## src/rtl/accelerator_convolutional_fnn_vector_sender.sv

```systemverilog
// accelerator_convolutional_fnn_vector_sender
// Holds up to DEPTH vector elements and streams them into the convolutional
// FNN datapath. Element 0 goes out on the cycle after START. Each later
// element follows a DATA_ENABLE request from the consumer.
// Optional feature macro: ACCELERATOR_CONVOLUTIONAL_FNN_REVERSE_EN. It adds a
// REVERSE input that emits the vector in descending index order.
module accelerator_convolutional_fnn_vector_sender #(
    parameter int DATA_SIZE    = 64,
    parameter int CONTROL_SIZE = 4,
    parameter int DEPTH        = 64,
    parameter int ADDR_SIZE    = $clog2(DEPTH)
) (
    input  logic                 CLK,
    input  logic                 RST,
    input  logic                 WRITE_ENABLE,
    input  logic [ADDR_SIZE-1:0] WRITE_ADDRESS,
    input  logic [DATA_SIZE-1:0] WRITE_DATA,
`ifdef ACCELERATOR_CONVOLUTIONAL_FNN_REVERSE_EN
    input  logic                 REVERSE,
`endif
    input  logic                 START,
    input  logic [DATA_SIZE-1:0] SIZE_IN,
    input  logic                 DATA_ENABLE,
    output logic                 DATA_OUT_ENABLE,
    output logic [DATA_SIZE-1:0] DATA_OUT,
    output logic [ADDR_SIZE-1:0] INDEX_OUT,
    output logic                 BUSY,
    output logic                 READY,
    output logic                 ERROR
);

    typedef enum logic [1:0] {
        IDLE,
        SEND,
        WAIT_REQUEST,
        DONE
    } state_t;

    // The length check uses the full SIZE_IN width, so large values with
    // small low bits are still rejected.
    localparam logic [DATA_SIZE-1:0] MAX_LEN = DATA_SIZE'(DEPTH);
    localparam logic [ADDR_SIZE-1:0] ONE     = ADDR_SIZE'(1);

    logic [DATA_SIZE-1:0] buffer_mem [DEPTH];

    state_t               state_q, state_d;
    logic [ADDR_SIZE-1:0] index_q, index_d;
    logic [ADDR_SIZE-1:0] last_q, last_d;
    logic [ADDR_SIZE-1:0] index_out_q, index_out_d;
    logic [DATA_SIZE-1:0] data_out_q, data_out_d;
    logic                 reverse_q, reverse_d;
    logic                 error_q, error_d;

    logic                 buffer_we;
    logic                 reverse_in;
    logic                 size_illegal;
    logic [ADDR_SIZE-1:0] size_last;
    logic [ADDR_SIZE-1:0] final_index;

`ifdef ACCELERATOR_CONVOLUTIONAL_FNN_REVERSE_EN
    assign reverse_in = REVERSE;
`else
    assign reverse_in = 1'b0;
`endif

    assign size_illegal = (SIZE_IN == '0) || (SIZE_IN > MAX_LEN);
    assign size_last    = SIZE_IN[ADDR_SIZE-1:0] - ONE;
    assign final_index  = reverse_q ? '0 : last_q;

    // Buffer storage has no reset, so vector contents survive a reset.
    always_ff @(posedge CLK) begin
        if (buffer_we) begin
            buffer_mem[WRITE_ADDRESS] <= WRITE_DATA;
        end
    end

    // State, index and output-hold registers.
    always_ff @(posedge CLK or negedge RST) begin
        if (!RST) begin
            state_q     <= IDLE;
            index_q     <= '0;
            last_q      <= '0;
            index_out_q <= '0;
            data_out_q  <= '0;
            reverse_q   <= 1'b0;
            error_q     <= 1'b0;
        end else begin
            state_q     <= state_d;
            index_q     <= index_d;
            last_q      <= last_d;
            index_out_q <= index_out_d;
            data_out_q  <= data_out_d;
            reverse_q   <= reverse_d;
            error_q     <= error_d;
        end
    end

    // Next-state logic. The buffer is read only in SEND. While a transfer
    // runs the buffer cannot change, so element 0 sees any write that
    // arrived together with START.
    always_comb begin
        state_d     = state_q;
        index_d     = index_q;
        last_d      = last_q;
        reverse_d   = reverse_q;
        error_d     = 1'b0;
        buffer_we   = 1'b0;
        data_out_d  = data_out_q;
        index_out_d = index_out_q;

        case (state_q)
            IDLE: begin
                buffer_we = WRITE_ENABLE;
                if (START) begin
                    if (size_illegal) begin
                        error_d = 1'b1;
                    end else begin
                        last_d    = size_last;
                        reverse_d = reverse_in;
                        index_d   = reverse_in ? size_last : '0;
                        state_d   = SEND;
                    end
                end
            end
            SEND: begin
                data_out_d  = buffer_mem[index_q];
                index_out_d = index_q;
                if (index_q == final_index) begin
                    state_d = DONE;
                end else begin
                    index_d = reverse_q ? (index_q - ONE) : (index_q + ONE);
                    state_d = WAIT_REQUEST;
                end
            end
            WAIT_REQUEST: begin
                if (DATA_ENABLE) begin
                    state_d = SEND;
                end
            end
            DONE: begin
                state_d = IDLE;
            end
            default: begin
                state_d = IDLE;
            end
        endcase
    end

    // Strobe and status outputs come from the state. DATA_OUT and INDEX_OUT
    // show the live element in SEND and hold it between strobes.
    always_comb begin
        DATA_OUT_ENABLE = (state_q == SEND);
        DATA_OUT        = data_out_d;
        INDEX_OUT       = index_out_d;
        BUSY            = (state_q == SEND) || (state_q == WAIT_REQUEST);
        READY           = (state_q == DONE) || error_q;
        ERROR           = error_q;
    end

endmodule

```

## config.mk

```make
export PLATFORM = sky130hd
export DESIGN_NAME = accelerator_convolutional_fnn_vector_sender
export DESIGN_NICKNAME = d
export VERILOG_FILES = /design/src/rtl/accelerator_convolutional_fnn_vector_sender.sv
export SDC_FILE = /design/constraint.sdc
export NUM_CORES = 2
export LEC_CHECK = 0
export CAP_MARGIN = 10
export CELL_PAD_IN_SITES_DETAIL_PLACEMENT = 0
export CELL_PAD_IN_SITES_GLOBAL_PLACEMENT = 1
export CORE_MARGIN = 5
export CORE_UTILIZATION = 56
export DETAILED_ROUTE_END_ITERATION = 8
export PLACE_DENSITY = 0.91
export SLEW_MARGIN = 5
export SYNTH_ARGS = -nofsm -noshare
export SYNTH_HDL_FRONTEND = slang
export SYNTH_SLANG_ARGS = --single-unit
```

## constraint.sdc

```tcl
create_clock -name CLK -period 5.77 [get_ports CLK]
set_clock_uncertainty 0.1 [all_clocks]
set_input_delay 1.154 -clock CLK [delete_from_list [all_inputs] [get_ports CLK]]
set_output_delay 1.154 -clock CLK [all_outputs]
set_load 0.01 [all_outputs]
```

Metal 2:
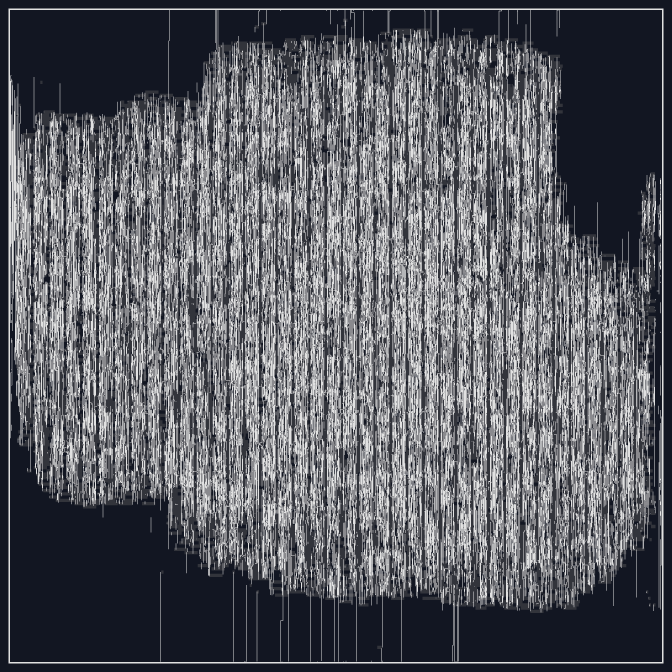
- share of all routed wire: 47%
- wire length on this layer: 220 mm
- nets with wire on the layer: 7409

Clock distribution:
Bar = 200 um.
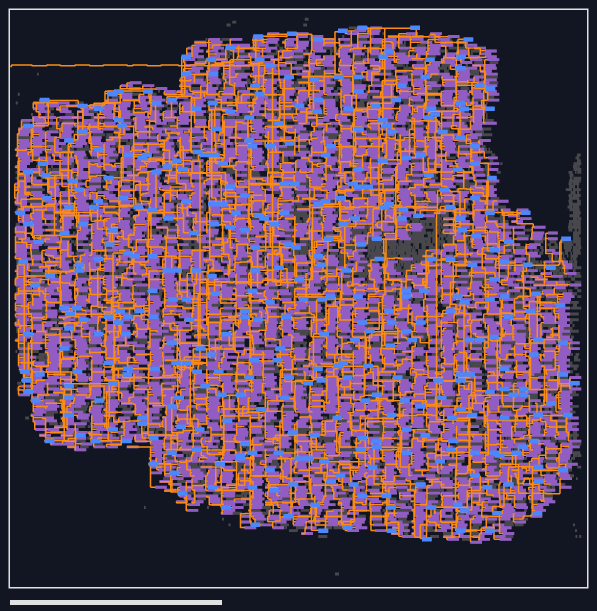
- blue: clock-net drivers (count 392)
- orange: clock wires (length 45.0 mm)
- purple: flip-flops (count 4181)
- flops lie: all over the die

==> summary.txt <==
Implementation status.

- The run finished, with violations left.
- The final reports fail on setup timing.
- The worst path setup slack after routing is -43.9 ps.
- Per the run report, area growth between synthesis and finish was 13.8%.
- The global-route wire length before repair is about 660 mm.
- The weighted congestion at the end of routability-driven global placement is 0.806.
- The leakage power of the design is 56.6 nW.
- The proportion of layout cells with a drive suffix above 1 is 23.6%.
- The highest cell delay on the worst timing path is between 600 and 700 ps.
- After routing, the total negative slack on setup checks comes to -51.9 ps.
- The global-route layer with the greatest usage is met2.
- Pin placement for this block handled between 200 and 250 I/O pins.
- The number of cells in Yosys stat is 7249.
- Nets still carrying antenna violations after routing amount to 0.
- The half-perimeter wire length after placement is ~230 mm.
- Setup repair after global routing left no endpoint under its margin.
- The total of buffers placed on input and output ports is approximately 210.
- In the final report, the number of endpoints failing setup comes to 2.
- The register clock-pin slew on the reported worst setup and hold paths is around 60 ps.
- At the worst endpoint, the required time is 4520 ps.
- The filler cell count in the final layout is 16900.
- The H-tree depth is 5.
- The path depth of the worst reg2reg path is 8.
- The xor and xnor fraction of the mapped netlist area is 0.0605%.
- Before antenna repair, the detailed router went through 7 iterations.
- The starting density of the core is 56.3%.
- Looking at the critical path, the highest net fanout was 28.
- The worst setup path is captured at a primary output.
- On the final layout, the worst hold slack is 184 ps.
- The average footprint of a synthesized cell is 22.0 um^2.
- Per the detail_route report, DRC violations left total 0.
- Leaving out buffers and inverters, the combinational logic in the layout accounts for 0.0323 mm^2.
- The library cell contributing the largest single delay on the critical path is sky130_fd_sc_hd__or3b_4.
- The max-cap violation count is 0.
- The total power per unit cell area is 443 mW/mm^2.
- Of the total synthesized cell area, the portion taken by full adders, half adders and majority gates is 0.0550%.
- After clock tree synthesis, the flow added hold-fix buffers numbering 0.
- After routing the design area is 0.181 mm^2.
- Across the VDD grid, the largest voltage drop is 0.389 mV.
- The fraction of synthesis flops using an asynchronous set or reset pin is 2.03%.
- In this run the top signal layer used is met5.
- The mean number of vias per cell is roughly 7.3.
- The pin closest to its max-slew limit shows a slew of 1260 ps.
- The CTS tree is done.
- The met2 track demand over resource in global routing is between 40% and 50%.
- The cell sitting at the root of the clock tree is a sky130_fd_sc_hd__clkbuf_16.
- The clock reaches the later pin of the worst-skew pair after between 900 and 1000 ps.
- The design draws roughly 80 mW.
- The startpoint of the most critical setup path is index_q[1].
- The chip area in the Yosys report is about 0.16 mm^2.
- After synthesis, the netlist uses roughly 57 different library cells.
- STA classifies the critical path startpoint as a register.
- CTS saw 4181 sinks.
- The worst reg2reg path endpoint is index_q[0].
- Per the cell usage report, the commonest logic cells after layout are sky130_fd_sc_hd__edfxtp_1 (4096), sky130_fd_sc_hd__mux4_2 (818), sky130_fd_sc_hd__mux2i_1 (476).
- The gate count after technology mapping is between 7000 and 8000.
- In this run, the synthesized area fraction spent on AND-OR/OR-AND gates is recorded as 3.90%.
- At floorplan, the net count of the design was reported as roughly 7400.
- The routed length on met2 is 220 mm.
- The synthesis log from Yosys contains 0 warnings.
- Counting tap cells, the placed design contains a total of 11100 instances.
- The count of vias placed by the detailed router is 86100.
- The number of CTS-inserted buffers is 392.
- The initial antenna violation count is 36.
- The final cell utilization of the core is 64.1%.
- The slew check shows that the tightest pin keeps a relative margin of between 10% and 20%.
- The placeable core area is 0.283 mm^2.
- The critical path is of the reg -> out type.
- The reg2reg setup slack is 1860 ps.
- For reference, the mux area share after synthesis is 14.6%.
- Per the OpenROAD floorplan log, the area of the die is between 0.2 and 0.3 mm^2.
- The final cell count without fillers is 11900.
- For this run, global-route usage on met1 was measured as 40.0%.
- The number of nets in the finished design is 7915.
- Wire segments on met3 add up to between 70 and 80 mm in the final route.
- The storage element area is 0.125 mm^2.
- The width of the die is 543 um.
- The cell class contributing the biggest share of worst-path delay is simple AND/OR/NAND/NOR gates.
- The cell count along the critical path is 8.
- For the worst reg-to-reg path, the startpoint reported by OpenROAD is state_q[1].
- In this build the clock could be raised as far as 172 MHz.
- In this design, the critical path's most frequently occurring cell is sky130_fd_sc_hd__buf_12.
- The final routed wire length divided by cell count is around 40 um.
- Summed over all layers, the routed wires come to roughly 470 mm.
- The minimum period implied by the final worst setup slack is around 5800 ps.
- The y dimension of the die is 543 um.
- Overall routing resource usage recorded by global route was 31.8%.
- Hold-check failures listed in the final report amount to 0.
- The met3 usage in global routing is 10.5%.
Placement view:
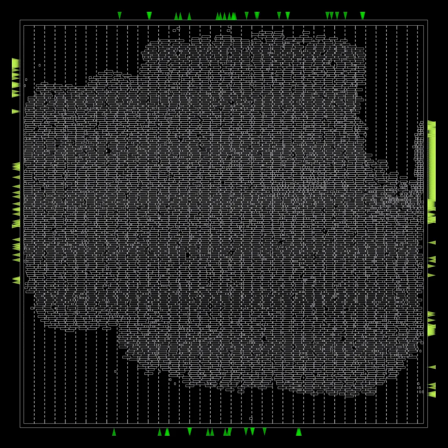
sequential share of cell area: 69.1%
Site Rows: 195

Placed cells, one colour a class:
Bar = 200 um.
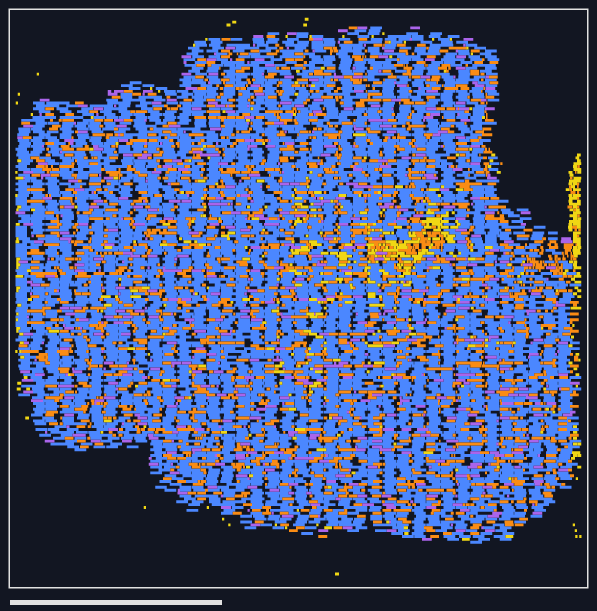
- purple: clock drivers and dummy loads (cells 715)
- yellow: remaining buffers and delay cells (cells 553)
- blue: registers (cells 4181)
- orange: remaining logic cells (cells 2641)

[power by group]
group          internal [mW]  total [mW]  leakage (nW)  switching, mW
combinational           8.70        20.4          12.6           11.7
clock                   14.5        25.9          6.18           11.3
sequential              33.7        34.0          37.9          0.247
total                   57.0        80.3          56.6           23.3
[layout make-up]
cell class                      count  share of cell area, %
Inverter                            9                 0.0214
Timing Repair Buffer              553                   3.43
Clock buffer                      509                   5.87
Clock inverter                    206                   1.12
Antenna cell                       20                 0.0276
Sequential cell                  4181                   69.1
Multi-Input combinational cell   2632                   17.8
Tap cell                         3743                   2.59
[what timing repair did]
| action | in CTS | in global routing |
|---|---|---|
| cloned | 1 | 3 |
| endpoints found under the setup margin | 64 | 16 |
| setup buffers | 16 | 0 |
| gates resized | 5 | 20 |
| hold endpoints to repair | 0 | 0 |
[cell usage after synthesis, types with 6 or more instances]
master / number / area share (%)
sky130_fd_sc_hd__a2111oi_0: 21 / 0.12
sky130_fd_sc_hd__a2111oi_2: 28 / 0.26
sky130_fd_sc_hd__a211oi_1: 98 / 0.46
sky130_fd_sc_hd__a21oi_1: 123 / 0.39
sky130_fd_sc_hd__a221o_1: 42 / 0.26
sky130_fd_sc_hd__a221oi_1: 45 / 0.25
sky130_fd_sc_hd__a22o_1: 27 / 0.15
sky130_fd_sc_hd__a22oi_1: 151 / 0.71
sky130_fd_sc_hd__a31oi_1: 10 / 0.039
sky130_fd_sc_hd__and3_1: 6 / 0.024
sky130_fd_sc_hd__buf_1: 35 / 0.083
sky130_fd_sc_hd__buf_2: 77 / 0.24
sky130_fd_sc_hd__buf_4: 62 / 0.29
sky130_fd_sc_hd__buf_6: 39 / 0.28
sky130_fd_sc_hd__buf_8: 6 / 0.057
sky130_fd_sc_hd__clkbuf_1: 207 / 0.49
sky130_fd_sc_hd__dfrtp_1: 85 / 1.3
sky130_fd_sc_hd__edfxtp_1: 4096 / 77
sky130_fd_sc_hd__ha_1: 7 / 0.055
sky130_fd_sc_hd__inv_1: 7 / 0.017
sky130_fd_sc_hd__mux2_2: 6 / 0.042
sky130_fd_sc_hd__mux2i_1: 476 / 3.0
sky130_fd_sc_hd__mux4_2: 818 / 12
sky130_fd_sc_hd__nand2_1: 144 / 0.34
sky130_fd_sc_hd__nand2b_1: 8 / 0.031
sky130_fd_sc_hd__nand3_1: 71 / 0.22
sky130_fd_sc_hd__nand3b_1: 6 / 0.028
sky130_fd_sc_hd__nand4_1: 7 / 0.028
sky130_fd_sc_hd__nor2_1: 146 / 0.34
sky130_fd_sc_hd__nor2b_1: 20 / 0.079
sky130_fd_sc_hd__nor3_1: 28 / 0.088
sky130_fd_sc_hd__nor4_1: 14 / 0.055
sky130_fd_sc_hd__o211a_1: 9 / 0.057
sky130_fd_sc_hd__o21ai_0: 48 / 0.15
sky130_fd_sc_hd__o21ai_1: 63 / 0.20
sky130_fd_sc_hd__o221ai_1: 65 / 0.36
sky130_fd_sc_hd__o22ai_1: 108 / 0.42
sky130_fd_sc_hd__xnor2_1: 6 / 0.033
[sequential cells by signal, summed over array words and instances (netlist names)]
register and cells:
index_out_q 6, last_q 6, state_q 2, data_out_q 64, ERROR 1, index_q 6
buffer_mem 4096
Power and IR drop assume default switching activity.
